==> run_1/met3.png <==
(4 px per um)
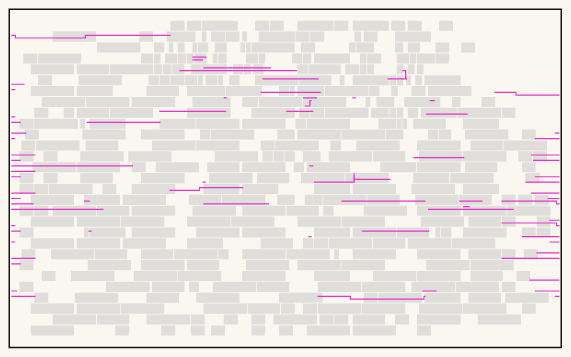
==> run_1/clock_map.png <==
(4 px per um)
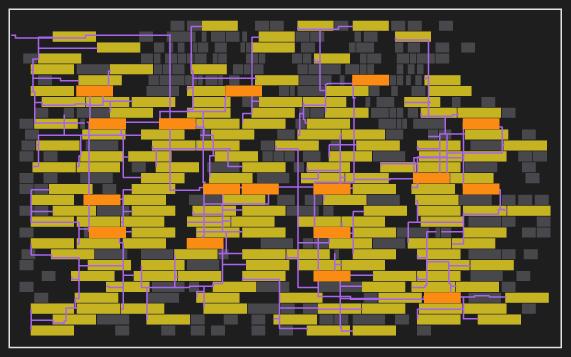
==> run_1/density.png <==
(4 px per um) The die is cut into 14 by 8 equal tiles; white is low, dark blue is high, 0 to 100% covered.
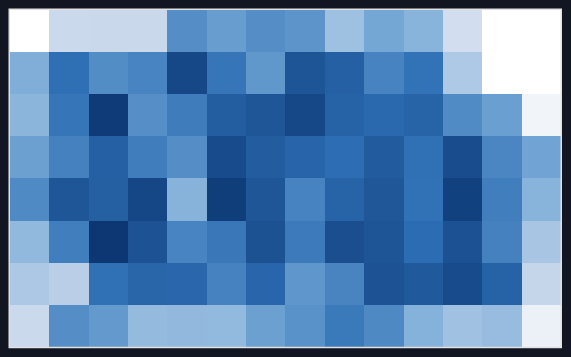
Design pe_group_psum_collector, sky130hd; sources not shown.
==> flow_metrics.env, run 1 <==
# physical design summary
export IMPL_endpoint_kind="output pin"
export IMPL_fin_tns_setup_ns=0
export IMPL_hold_class="flop to flop"
export IMPL_grt_pass1_vias=3042
export IMPL_critPathKind="flop to output pin"
export IMPL_drive_above_1_share_pct=22.1
export IMPL_dr_pass1_iters=4
export IMPL_crit_chain="mux4_2 -> and2_1 -> clkdlybuf4s50_1"
export IMPL_drc=0
export IMPL_grt_pass1_wl_um=17200
export IMPL_warnings=29
export IMPL_cts_path_max_buffers=2
export IMPL_slew_headroom_pct=42.4
export IMPL_dpl_hpwl_um=6890
export IMPL_track_usage_pct=20.8
export IMPL_yosysChipArea_um2=5790
export IMPL_dp_cells=487
export IMPL_fp_dieH_um=84.2
export IMPL_start_kind="flop"
export IMPL_antenna_found_initial=0
export IMPL_clk_pin_slew_ns=0.06
export IMPL_cp_arrival_ns=2.44
export IMPL_nFillCells=639
export IMPL_synth_avg_cell_area_um2=21.3
export IMPL_finalCritPeriodShare_pct=71.8
export IMPL_rsz0062_at_grt="false"
export IMPL_overflow=0
export IMPL_cts_resized=0
export IMPL_layout_cells_most_common="edfxtp_1"
export IMPL_largest_reg_flops=136
export IMPL_drtAntennaViolNets=0
export IMPL_powerDensity_nw_per_um2=378
export IMPL_fin_crit_ns=3.89
export IMPL_wire_per_inst_um=21.1
export IMPL_netlist_instances=272
export IMPL_ys_seq_share_pct=76.2
export IMPL_final_nets=411
export IMPL_cts_setup_buffers=0
export IMPL_tightest_slew_ns=0.864
export IMPL_die_w_um=138
export IMPL_path_max_fanout=35
export IMPL_slowest_delay_ns=0.93
export IMPL_fmax_mhz=257
export IMPL_port_buffers=81
export IMPL_ys_ff=149
export IMPL_final_max_slew_viol_count=0
export IMPL_status="complete, no violations"
export IMPL_setup_violations=0
export IMPL_crit_required_ns=3.96
export IMPL_finalHoldViolCount=0
export IMPL_syn_num_nets=316
export IMPL_gp_congestion=0.776
export IMPL_final_cells=519
export IMPL_vias_per_cell=5.69
export IMPL_maxCapViolCount=0
export IMPL_cts_buffers_inserted=17
export IMPL_rr_worst_depth=5
export IMPL_p_leak_nw=2.38
export IMPL_yosysWarnings=0
export IMPL_worst_path_dominant_cell_family="flip-flops"
export IMPL_drtIter0Drc=276
Notes on met3.png above:
share of all routed wire: 5.5%
main direction: horizontal
met3 usage in global routing: 5.62%
wirelength, routed: 11000 um
vias: 2951

Notes on clock_map.png above:
[purple] clock wires | length: 1550 um
[orange] cells driving clock nets | count: 17
[yellow] flip-flops | count: 149
routed clock nets: 18
flops lie: widely spread
clk_lat worst skew: 0.41 ns
clock group total power: 1.06 mW
clock share of power: 38.3%

Notes on density.png above:
tiles over 75% full: 35%
emptiest ninth of the die: top right
densest ninth of the die: middle
post-layout util: 69.8%
FP Util: 55.2%

run 1: stage by stage:
step	setup WS (ns)	instance area (um2)	total power, mW	hold WS [ns]
after global routing	1.42	7320	2.87	0.480
after CTS	1.49	7320	2.79	0.466
after floorplan	0.642	5790	1.55	0.457
after global placement	1.91	6770	1.72	0.429
final	1.53	7320	2.76	0.462
after detailed placement	1.83	6770	1.73	0.458
run 1: worst register-to-register path: stages (launching register included):
cell	delay (ns)
dfrtp_1	0.53
o31ai_1	0.62
a21oi_1	0.11
fa_1	0.53
o2111ai_1	0.10
a211oi_1	0.24
run 1: power by group:
group          internal [mW]  total (mW)  switching (mW)  leakage (nW)
combinational          0.215       0.382           0.167         0.736
clock                  0.623        1.06           0.435         0.236
sequential              1.30        1.32          0.0268          1.41
run 1: per-layer routing:
metal | GRT usage [%] | share of wire, % | vias up
met3 | 5.62 | 5.5 | 14
met5 | 0 | 0 | -
met2 | 30.0 | 47 | 104
li1 | - | - | 1314
met4 | 8.34 | 1.2 | 0
met1 | 30.9 | 46 | 1519
run 1: cell families after synthesis:
group	count (synthesis)	share of synthesized area, %
compound gates	24	2.57
flops	149	76.2
simple gates	31	3.55
fa+ha+maj	7	1.64
buf+inv	23	2.16
mux	35	13.4
xor+xnor	3	0.454
run 1: cell usage after synthesis, drive strengths merged:
master	instances	share of area, %
a211oi	1	0.13
a21oi	8	0.69
a221oi	1	0.15
a311oi	1	0.15
a41oi	1	0.15
and2	3	0.35
and3b	1	0.15
buf	11	1.4
clkbuf	4	0.26
dfrtp	13	5.6
edfxtp	136	71
fa	1	0.35
ha	6	1.3
inv	8	0.52
mux2	1	0.19
mux4	34	13
nand2	3	0.19
nand2b	2	0.22
nand3	5	0.43
nor2	3	0.19
nor3b	7	1.1
o2111ai	2	0.30
o21ai	7	0.61
o22ai	1	0.11
o311ai	1	0.15
o31ai	1	0.13
or2	2	0.22
or2b	1	0.13
or3	2	0.26
or4	1	0.13
or4b	1	0.17
xnor2	1	0.15
xor2	2	0.30
run 1: area by class of cell:
class                           instances  area, um2  share of cell area (%)
Tap cell                              139        174                    2.38
Clock inverter                         14        114                    1.56
Multi-Input combinational cell        100       1270                    17.4
Sequential cell                       149       4410                    60.3
Clock buffer                           18        429                    5.87
Timing Repair Buffer                   91        886                    12.1
Inverter                                8       30.0                   0.410
==> run 2: changes to the inputs <==
--- a/config.mk
+++ b/config.mk
@@ -7,7 +7,7 @@
 export LEC_CHECK = 0
 export CORE_ASPECT_RATIO = 0.6
 export CORE_MARGIN = 2
-export CORE_UTILIZATION = 54
+export CORE_UTILIZATION = 49
 export DETAILED_ROUTE_END_ITERATION = 8
 export PLACE_DENSITY_LB_ADDON = 0.3
 export SYNTH_ARGS = -nofsm -noshare
==> constraint.sdc (replaced) <==
create_clock -name clk -period 3.4 [get_ports clk]
set_clock_uncertainty 0.1 [all_clocks]
set_input_delay 0.85 -clock clk [delete_from_list [all_inputs] [get_ports clk]]
set_output_delay 0.85 -clock clk [all_outputs]
set_load 0.01 [all_outputs]
==> flow_metrics.env, run 2 <==
# physical design summary
export IMPL_status="complete, no violations"
export IMPL_synthTopCellsByCount="edfxtp_1, mux4_2, dfrtp_1, a21oi_1, inv_1"
export IMPL_lay_top_cells="edfxtp_1, clkdlybuf4s50_1, mux4_2"
export IMPL_clk_pin_slew_ns=0.06
export IMPL_fin_crit_ns=3.18
export IMPL_min_path_cells=2
export IMPL_ys_sh_mux_pct=13.4
export IMPL_drc=0
export IMPL_die_area_um2=12700
export IMPL_overflow=0
export IMPL_synth_largest_area_cell="edfxtp_1"
export IMPL_port_buffers=81
export IMPL_dp_cells=511
export IMPL_ff_type="edfxtp_1"
export IMPL_critPathKind="flop to output pin"
export IMPL_warnings=30
export IMPL_wire_per_inst_um=18.8
export IMPL_synth_cell_types=37
export IMPL_dr_total_vias=2862
export IMPL_ys_sh_aoi_pct=2.57
export IMPL_yosysWarnings=0
export IMPL_finalHoldViolCount=0
export IMPL_pre_cts_ws_ns=0.515
export IMPL_edf_count=136
export IMPL_setup_violations=0
export IMPL_ys_cells=272
export IMPL_synthArstFlopShare_pct=8.72
export IMPL_synth_top_area_share_pct=70.6
export IMPL_endpoint_kind="output pin"
export IMPL_track_usage_pct=17.4
export IMPL_ir_worst_vdd_v=0.000368
export IMPL_cts_sinks=149
export IMPL_adder_share_pct=1.64
export IMPL_dr_pass1_iters=4
export IMPL_slew_headroom_pct=64.7
export IMPL_ys_seq_share_pct=76.2
export IMPL_cts_path_max_buffers=2
export IMPL_drtAntennaViolNets=0
export IMPL_final_cells=542
export IMPL_hold_class="flop to flop"
export IMPL_dpl_cell_area_um2=6860
export IMPL_syn_area_um2=5790
export IMPL_ys_top_logic_family="multiplexers"
export IMPL_design_area_um2=7430
export IMPL_gp_congestion=0.767
export IMPL_cts_tree="yes"
export IMPL_grt_max_degree=27
export IMPL_ioPinCount=82
export IMPL_die_w_um=144
export IMPL_maxCapViolCount=0
export IMPL_path_max_fanout=20
export IMPL_rows=30
export IMPL_largest_reg_flops=136
export IMPL_area_growth_pct=28.4
export IMPL_fin_tns_setup_ns=0
export IMPL_final_max_slew_viol_count=0
export IMPL_crit_required_ns=2.45
export IMPL_ys_ff=149
export IMPL_grt_pass1_wl_um=15900
export IMPL_rsz0062_at_grt="false"
export IMPL_dpl_hpwl_um=6290
export IMPL_cp_arrival_ns=2.23
export IMPL_p_leak_nw=2.44
export IMPL_wl_um=10200
export IMPL_clock_root_buffer="clkbuf_16"
export IMPL_drive_above_1_share_pct=22.5
export IMPL_vias_per_cell=5.28
export IMPL_synth_cellmix_simpleShare_pct=3.55
export IMPL_powerDensity_nw_per_um2=602
export IMPL_tightest_slew_ns=0.529
export IMPL_yosysChipArea_um2=5790
export IMPL_fmax_mhz=314
export IMPL_netlist_instances=272
export IMPL_antenna_cells=0
export IMPL_rr_worst_depth=5
export IMPL_setup_ws_ns=0.218
export IMPL_cts_hold_buf=0
export IMPL_syn_num_nets=316
export IMPL_final_nets=414
export IMPL_antenna_found_initial=1
export IMPL_synth_avg_cell_area_um2=21.3
export IMPL_hold_ws_ns=0.461
export IMPL_rrSetupSlack_ns=1.16
export IMPL_fp_dieH_um=88.2
export IMPL_start_kind="flop"
export IMPL_xor_share_pct=0.454
export IMPL_yosysMostFrequentCell="edfxtp_1"
export IMPL_drtIter0Drc=166
export IMPL_finalCritPeriodShare_pct=93.6
export IMPL_total_power_mw=4.47
export IMPL_synthTopCellsByArea="edfxtp_1, mux4_2, dfrtp_1"
export IMPL_layout_cells_most_common="edfxtp_1"
export IMPL_htree_levels=4
export IMPL_grt_pass1_vias=2945
[run 2: what timing repair did]
action                     4_1_cts  5_1_grt
setup endpoints to repair        0        2
setup buffers                    0        0
gates resized                    0        1
hold endpoints to repair         0        0
[run 2: final cells by class]
cell class | count | area, um2
clock buffer | 19 | 433
clock inverter | 12 | 131
sequential | 149 | 4410
inverter | 8 | 30.0
fill | 799 | 3980
timing repair buffer | 94 | 950
tap | 160 | 200
multi-input combinational | 100 | 1270
[run 2: where the power goes]
group,total (mW),switching [mW],leakage [nW],internal (mW)
clock network,1.76,0.687,0.271,1.08
registers,2.11,0.0433,1.41,2.07
logic,0.596,0.249,0.760,0.347
total,4.47,0.980,2.44,3.49
[run 2: kinds of logic after synthesis]
family,Yosys count
simple gates,31
compound gates,24
flops,149
xor+xnor,3
mux,35
fa+ha+maj,7
buf+inv,23
[run 2: metal layers]
metal	wire, um	share of wire (%)	up-vias	track usage [%]
li1	-	-	1311	-
met1	4660	46	1465	23.9
met2	4660	46	80	26.2
met3	782	7.7	6	7.27
met4	65	0.64	0	4.77
met5	0	0	-	0
[run 2: worst max-delay path: stages (launching register included)]
cell and delay (ns):
dfrtp_2 0.45, buf_6 0.31, mux4_2 0.57, clkdlybuf4s50_1 0.50
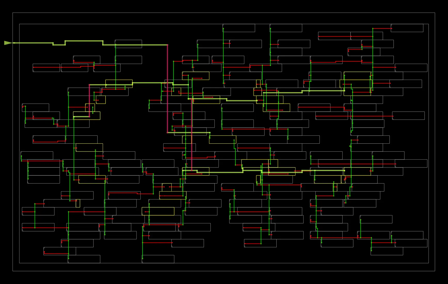
(run_2/final_clocks.png)
clock buffers: 19
clk_lat worst skew: 0.40 ns
CTS buffer count: 17
clock group total power: 1.76 mW

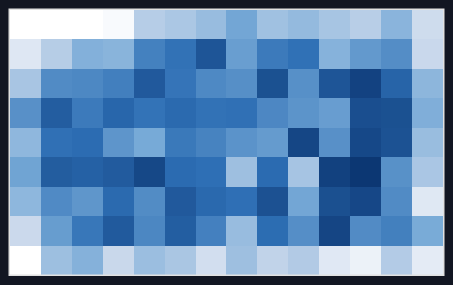
(run_2/density.png)
(3 px per um) The die is cut into 14 by 9 equal tiles; white is low, dark blue is high, 0 to 100% covered.
tiles over 75% full: 26%
emptiest ninth of the die: top left
nearly empty tiles: 3.2%
fullest tile: 97%
mean over tiles: 57%
area of the core: 11400 um2
post-layout util: 65.1%
FP Util: 50.7%

Power is estimated from default activity; no workload was simulated.
